<file path="src/rtl/credit_link_tx_pkg.sv">
// Shared types and helpers for the credit-based link transmitter.
package credit_link_tx_pkg;

  // Usable downstream FIFO capacity for a given pointer width.
  function automatic int unsigned cred_max(input int unsigned depth_width);
    return (1 << depth_width) - 1;
  endfunction

  // Packet framing state.
  typedef enum logic {
    IDLE = 1'b0,
    PKT  = 1'b1
  } tx_state_t;

endpackage

</file>
<file path="src/rtl/credit_link_tx_credit_counter.sv">
// Saturating free-slot counter for the downstream FIFO.
// Ports:
//   clk_i, rst_ni : clock, async active-low reset (count resets to MAX)
//   dec_i         : one slot consumed (flit written downstream)
//   inc_i         : one slot freed (credit returned)
//   count_o       : registered free-slot count
//   nonzero_o     : count_o != 0 (combinational from the register)
//   err_o         : registered one-cycle pulse on a credit while already at MAX
module credit_counter #(
  parameter int unsigned WIDTH = 2,
  parameter int unsigned MAX   = 3
) (
  input  logic             clk_i,
  input  logic             rst_ni,
  input  logic             dec_i,
  input  logic             inc_i,
  output logic [WIDTH-1:0] count_o,
  output logic             nonzero_o,
  output logic             err_o
);

  localparam logic [WIDTH-1:0] MaxVal = WIDTH'(MAX);

  logic [WIDTH-1:0] count_q, count_d;
  logic             err_q, err_d;

  // Next count: simultaneous inc/dec cancel; an increment at MAX is dropped and flagged.
  always_comb begin
    count_d = count_q;
    err_d   = 1'b0;
    if (inc_i && !dec_i) begin
      if (count_q == MaxVal) begin
        err_d = 1'b1;
      end else begin
        count_d = count_q + WIDTH'(1);
      end
    end else if (dec_i && !inc_i) begin
      count_d = count_q - WIDTH'(1);
    end
  end

  // Count and error registers.
  always_ff @(posedge clk_i or negedge rst_ni) begin
    if (!rst_ni) begin
      count_q <= MaxVal;
      err_q   <= 1'b0;
    end else begin
      count_q <= count_d;
      err_q   <= err_d;
    end
  end

  assign count_o   = count_q;
  assign nonzero_o = (count_q != '0);
  assign err_o     = err_q;

endmodule

</file>
<file path="src/rtl/credit_link_tx.sv">
// Credit-based link transmitter: accepts flits over valid/ready and writes them
// into the downstream FIFO, never exceeding the credits it holds. Tracks packet
// framing (head/body vs tail) for observability only.
// Ports:
//   clk_i, rst_ni          : clock, async active-low reset
//   data_i, last_i, valid_i: flit from local output stage; ready_o = credits != 0
//   data_o, wr_en_o        : registered write to downstream FIFO
//   credit_i               : one pulse per downstream FIFO read
//   credits_o              : free downstream slots
//   pkt_active_o           : head sent, tail not yet sent
//   credit_err_o           : credit returned while already at full credit
module credit_link_tx
  import credit_link_tx_pkg::*;
#(
  parameter int unsigned DATA_WIDTH       = 8,
  parameter int unsigned FIFO_DEPTH_WIDTH = 2,
  parameter int unsigned ID               = 0
) (
  input  logic                        clk_i,
  input  logic                        rst_ni,
  input  logic [DATA_WIDTH-1:0]       data_i,
  input  logic                        last_i,
  input  logic                        valid_i,
  output logic                        ready_o,
  output logic [DATA_WIDTH-1:0]       data_o,
  output logic                        wr_en_o,
  input  logic                        credit_i,
  output logic [FIFO_DEPTH_WIDTH-1:0] credits_o,
  output logic                        pkt_active_o,
  output logic                        credit_err_o
);

  localparam int unsigned CredMax = cred_max(FIFO_DEPTH_WIDTH);

  logic                  accept;
  logic                  has_credit;
  logic [DATA_WIDTH-1:0] data_q;
  logic                  wr_en_q;
  tx_state_t             state_q, state_d;

  assign ready_o = has_credit;
  assign accept  = valid_i && has_credit;

  credit_counter #(
    .WIDTH (FIFO_DEPTH_WIDTH),
    .MAX   (CredMax)
  ) u_credit_counter (
    .clk_i     (clk_i),
    .rst_ni    (rst_ni),
    .dec_i     (accept),
    .inc_i     (credit_i),
    .count_o   (credits_o),
    .nonzero_o (has_credit),
    .err_o     (credit_err_o)
  );

  // Downstream write register: one-cycle strobe per accepted flit, data held otherwise.
  always_ff @(posedge clk_i or negedge rst_ni) begin
    if (!rst_ni) begin
      data_q  <= '0;
      wr_en_q <= 1'b0;
    end else begin
      wr_en_q <= accept;
      if (accept) begin
        data_q <= data_i;
      end
    end
  end

  assign data_o  = data_q;
  assign wr_en_o = wr_en_q;

  // Framing state register.
  always_ff @(posedge clk_i or negedge rst_ni) begin
    if (!rst_ni) begin
      state_q <= IDLE;
    end else begin
      state_q <= state_d;
    end
  end

  // Framing next state: any accepted non-tail flit leaves/keeps us in a packet.
  always_comb begin
    state_d = state_q;
    unique case (state_q)
      IDLE: if (accept && !last_i) state_d = PKT;
      PKT:  if (accept && last_i)  state_d = IDLE;
      default: state_d = IDLE;
    endcase
  end

  assign pkt_active_o = (state_q == PKT);

  // The counter guards acceptance; an accept with zero credits means the guard broke.
  always_ff @(posedge clk_i) begin
    if (rst_ni) begin
      assert (!(valid_i && ready_o && credits_o == '0))
        else $error("credit_link_tx[%0d]: flit accepted with no credits", ID);
    end
  end

endmodule

</file>
<file path="config.mk">
export PLATFORM = sky130hd
export DESIGN_NAME = credit_link_tx
export DESIGN_NICKNAME = d
export VERILOG_FILES = /design/src/rtl/credit_link_tx_pkg.sv /design/src/rtl/credit_link_tx_credit_counter.sv /design/src/rtl/credit_link_tx.sv
export SDC_FILE = /design/constraint.sdc
export NUM_CORES = 1
export LEC_CHECK = 0
export CORE_MARGIN = 2
export CORE_UTILIZATION = 35
export CTS_BUF_LIST = sky130_fd_sc_hd__clkbuf_4 sky130_fd_sc_hd__clkbuf_8
export DETAILED_ROUTE_END_ITERATION = 8
export GPL_ROUTABILITY_DRIVEN = 0
export GPL_TIMING_DRIVEN = 0
export HOLD_SLACK_MARGIN = 0.06
export PLACE_DENSITY = 0.69
export REMOVE_ABC_BUFFERS = 1
export SYNTH_ARGS = -nofsm -noshare
export SYNTH_HDL_FRONTEND = slang
export SYNTH_SLANG_ARGS = --single-unit
</file>
<file path="constraint.sdc">
create_clock -name clk_i -period 1.3 [get_ports clk_i]
set_input_delay 0.26 -clock clk_i [delete_from_list [all_inputs] [get_ports clk_i]]
set_output_delay 0.26 -clock clk_i [all_outputs]
set_load 0.005 [all_outputs]
</file>
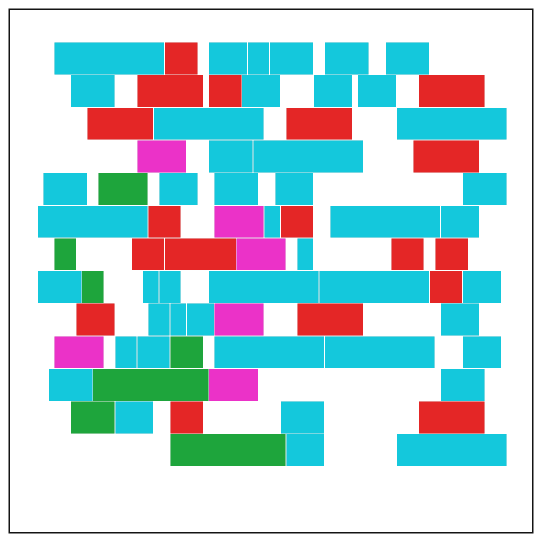
(images/sizing.png)
Drawn at 12 px/µm.
magenta -> x6 and larger  # cells 6
green -> x2  # cells 7
red -> x3 and x4  # cells 18
cyan -> x1 and smaller  # cells 45
fin worst setup slack: -0.0105 ns
area of all placed cells without fillers: 926 µm²
growth of design area from synthesis to finish: 69.7%

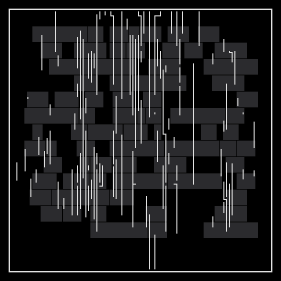
(images/m2.png)
Drawn at 6 px/µm. Cells faint in the background.
nets with wire on the layer = 79
share of all routed wire = 52%
GR met2 Demand/Resource: 24.5%
total number of vias: 429
final routed wirelength across all metal layers: 1120 µm

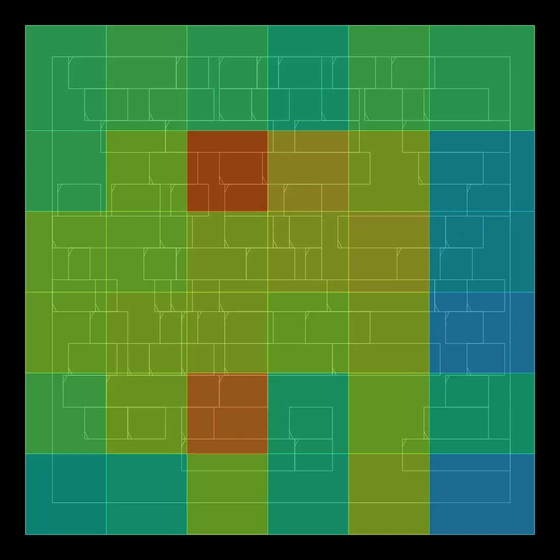
(images/congestion_map.png)
fraction of met3 tracks used by global routing: 3.75%
post-layout utilization of the core: 62.2%

==> results.toml <==
# implementation run metrics
[outcome]
run_status = "complete, but fails checks"
failed_checks = "negative setup slack"

[yosys]
synth_compound_gate_area_share_pct = 6.88
synth_cells = 37
synth.cells.most_frequent = "11 x sky130_fd_sc_hd__dfrtp_1, 7 x sky130_fd_sc_hd__mux2_4, 4 x sky130_fd_sc_hd__o21ai_0"
async_flop_share_pct = 100
edf_count = 0
ys_seq_share_pct = 60.1
yosys_top_cell_by_instances = "sky130_fd_sc_hd__dfrtp_1"
area_share_of_and_or_nand_nor_cells_after_synthesis_pct = 8.26
syn_avg_cell_area_um2 = 14.7
synth_area_um2 = 546
area_leaders = "sky130_fd_sc_hd__dfrtp_1 50%, sky130_fd_sc_hd__mux2_4 19%, sky130_fd_sc_hd__dfstp_2 9.6%, sky130_fd_sc_hd__o21ai_0 3.7%, sky130_fd_sc_hd__buf_6 2.1%"
xor_share_pct = 0
total_number_of_yosys_warnings = 0
post_synth_main_logic_family = "multiplexers"
post_synth_mux_area_share_pct = 21.3
yosys-stat-area_um2 = 546
ys_seq_elements = 13
adder_share_pct = 0

[die]
num_tap_cells = 16
initCoreUtil_pct = 36.6
design.die.area_um2 = 1890
fp.coreArea_um2 = 1490
die.size.x_um = 43.5
placement_rows = 14
die_height_um = 43.5

[run]
max_cap_violations = 0
tool_warnings = 27

[finish]
nFillCells = 121
largestClassByArea = "buffers"
multi_input_comb_cells = 21
diodes = 0
num-nonclk-inverters = 2
layout.cells.non_filler = 92
final-clk-cell-share_pct = 3.24
area.share.sequential_pct = 35.4
flop_area_um2 = 328
flip_flops = 13

[final_timing]
grt_setup_unrepaired = "true"
maxSlewHeadroom_pct = 60.9
finClkSkew_ns = 0.00156
post-route-min-period_ns = 1.31
final_min_period_over_clock_period_pct = 101
finalWorstSetupSlack_ns = -0.0105
tightest_slew_ns = 0.585
setup-violations-final = 3
fmax_mhz = 763

[setup_path]
rr_startpoint = "u_credit_counter.count_o[0]"
cpMostUsedCell = "sky130_fd_sc_hd__buf_6"
worst-r2r-cell-count = 4
crit_required_ns = 1.46
worstPathCellList = "buf_6, o21ai_4, buf_6, mux2_4"
r2r_slack_ns = -0.01
regToRegEndpoint = "data_o[4]"
timing.critical_path.to_type = "flip-flop"
critical_path.endpoint = "data_o[4]"
crit_path_top_delay_cell = "sky130_fd_sc_hd__dfstp_2"
crit_fanout = 5
start_point_of_the_critical_path = "u_credit_counter.count_o[0]"

[power_and_ir_drop]
power.clock.fraction_pct = 24.2
power_per_cell_area_nw_per_um2 = 1230
net_load_switching_power_uw = 288
pwr-share-seq_pct = 44.3
combinationalPowerShare_pct = 31.6
power_top_consumer = "registers"
power.internal_uw = 855
sequentialPower_uw = 506
pwr.group.clock_uw = 276

[clock_tree]
clock_insertion_delay_worst_skew_ns = 0.27
cts_tree = "done"
clock_tree.root_cell = "sky130_fd_sc_hd__clkbuf_4"
post_cts_resize_count = 31
cts_htree_levels = 1
cts_sinks = 13
cts.repair_timing.setup_buffer_count = 10
cts_buffers = 3
max-clock-path-buffers = 2

[placement]
portBuffers = 26
place_inst = 78
dpl-instance-area_um2 = 815
placement.setup.worst_slack_ns = -0.302

[global_routing]
groute.usage.overall_pct = 13.7
grt_pass1_wl_um = 1900
first_global_vias = 437

[route]
drt-vias-per-instance = 4.66
number_of_remaining_drc_errors = 0
wl_per_cell_um = 12.2

[min_path]
worst_hold_path_type = "in -> async"
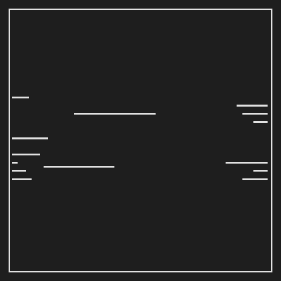
(images/m3.png)
Drawn at 6 px/µm.
wire length on this layer = 66.7 µm
longest straight run = 13.3 µm

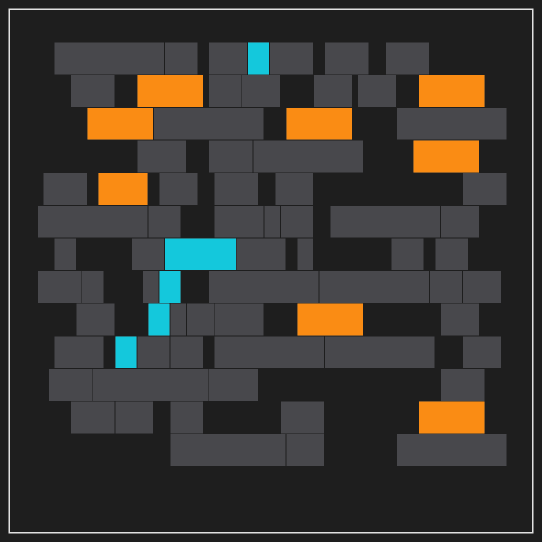
(images/gates.png)
Drawn at 12 px/µm.
orange -> mux cells  # cells 8
cyan -> aoi and oai cells  # cells 5
Comb/total area: 22.6%
most common cell after layout, fill and taps aside: sky130_fd_sc_hd__clkdlybuf4s50_1

==> per-stage QoR <==
stage / hold slack, ns / setup TNS, ns / power, mW
CTS: 0.373 / -0.0124 / 1.16
floorplan: -0.0356 / -0.0446 / 0.638
finish: 0.353 / -0.0219 / 1.14
detailed placement: 0.476 / -2.48 / 0.831
global placement: 0.463 / -2.18 / 0.825
global route: 0.393 / -0.197 / 1.21
==> registers in the layout, indices dropped and copies added, names as in the netlist, named ones only <==
register                  count
data_o                        8
u_credit_counter.count_o      2
u_credit_counter.err_o        1
wr_en_o                       1
==> layer usage <==
| metal | track usage [%] | share of wire (%) | up-vias |
|---|---|---|---|
| met5 | 0 | 0 | - |
| met3 | 3.75 | 5.9 | 0 |
| met1 | 16.2 | 42 | 206 |
| met2 | 24.5 | 52 | 16 |
| met4 | 3.64 | 0 | 0 |
| li1 | - | - | 207 |
==> cells in the final DEF (no fill, tap or decap), types with 2 or more instances in the layout <==
master                             n
sky130_fd_sc_hd__buf_6             6
sky130_fd_sc_hd__clkdlybuf4s50_1  12
sky130_fd_sc_hd__dfrtp_1          11
sky130_fd_sc_hd__dfstp_2           2
sky130_fd_sc_hd__o21ai_0           3
sky130_fd_sc_hd__clkbuf_4          4
sky130_fd_sc_hd__dlygate4sd2_1    11
sky130_fd_sc_hd__buf_2             2
sky130_fd_sc_hd__nand2_1           2
sky130_fd_sc_hd__buf_4             5
sky130_fd_sc_hd__inv_1             2
sky130_fd_sc_hd__mux2_4            7
==> worst max-delay path: cells and delay by family, from the launching register on <==
| family | cells | cell delay, ns |
|---|---|---|
| flip-flops | 1 | 0.56 |
| AND-OR/OR-AND | 1 | 0.08 |
| multiplexers | 1 | 0.29 |
| buffers and inverters | 2 | 0.27 |
No activity file was given, so power comes from the tool's default toggle rates.
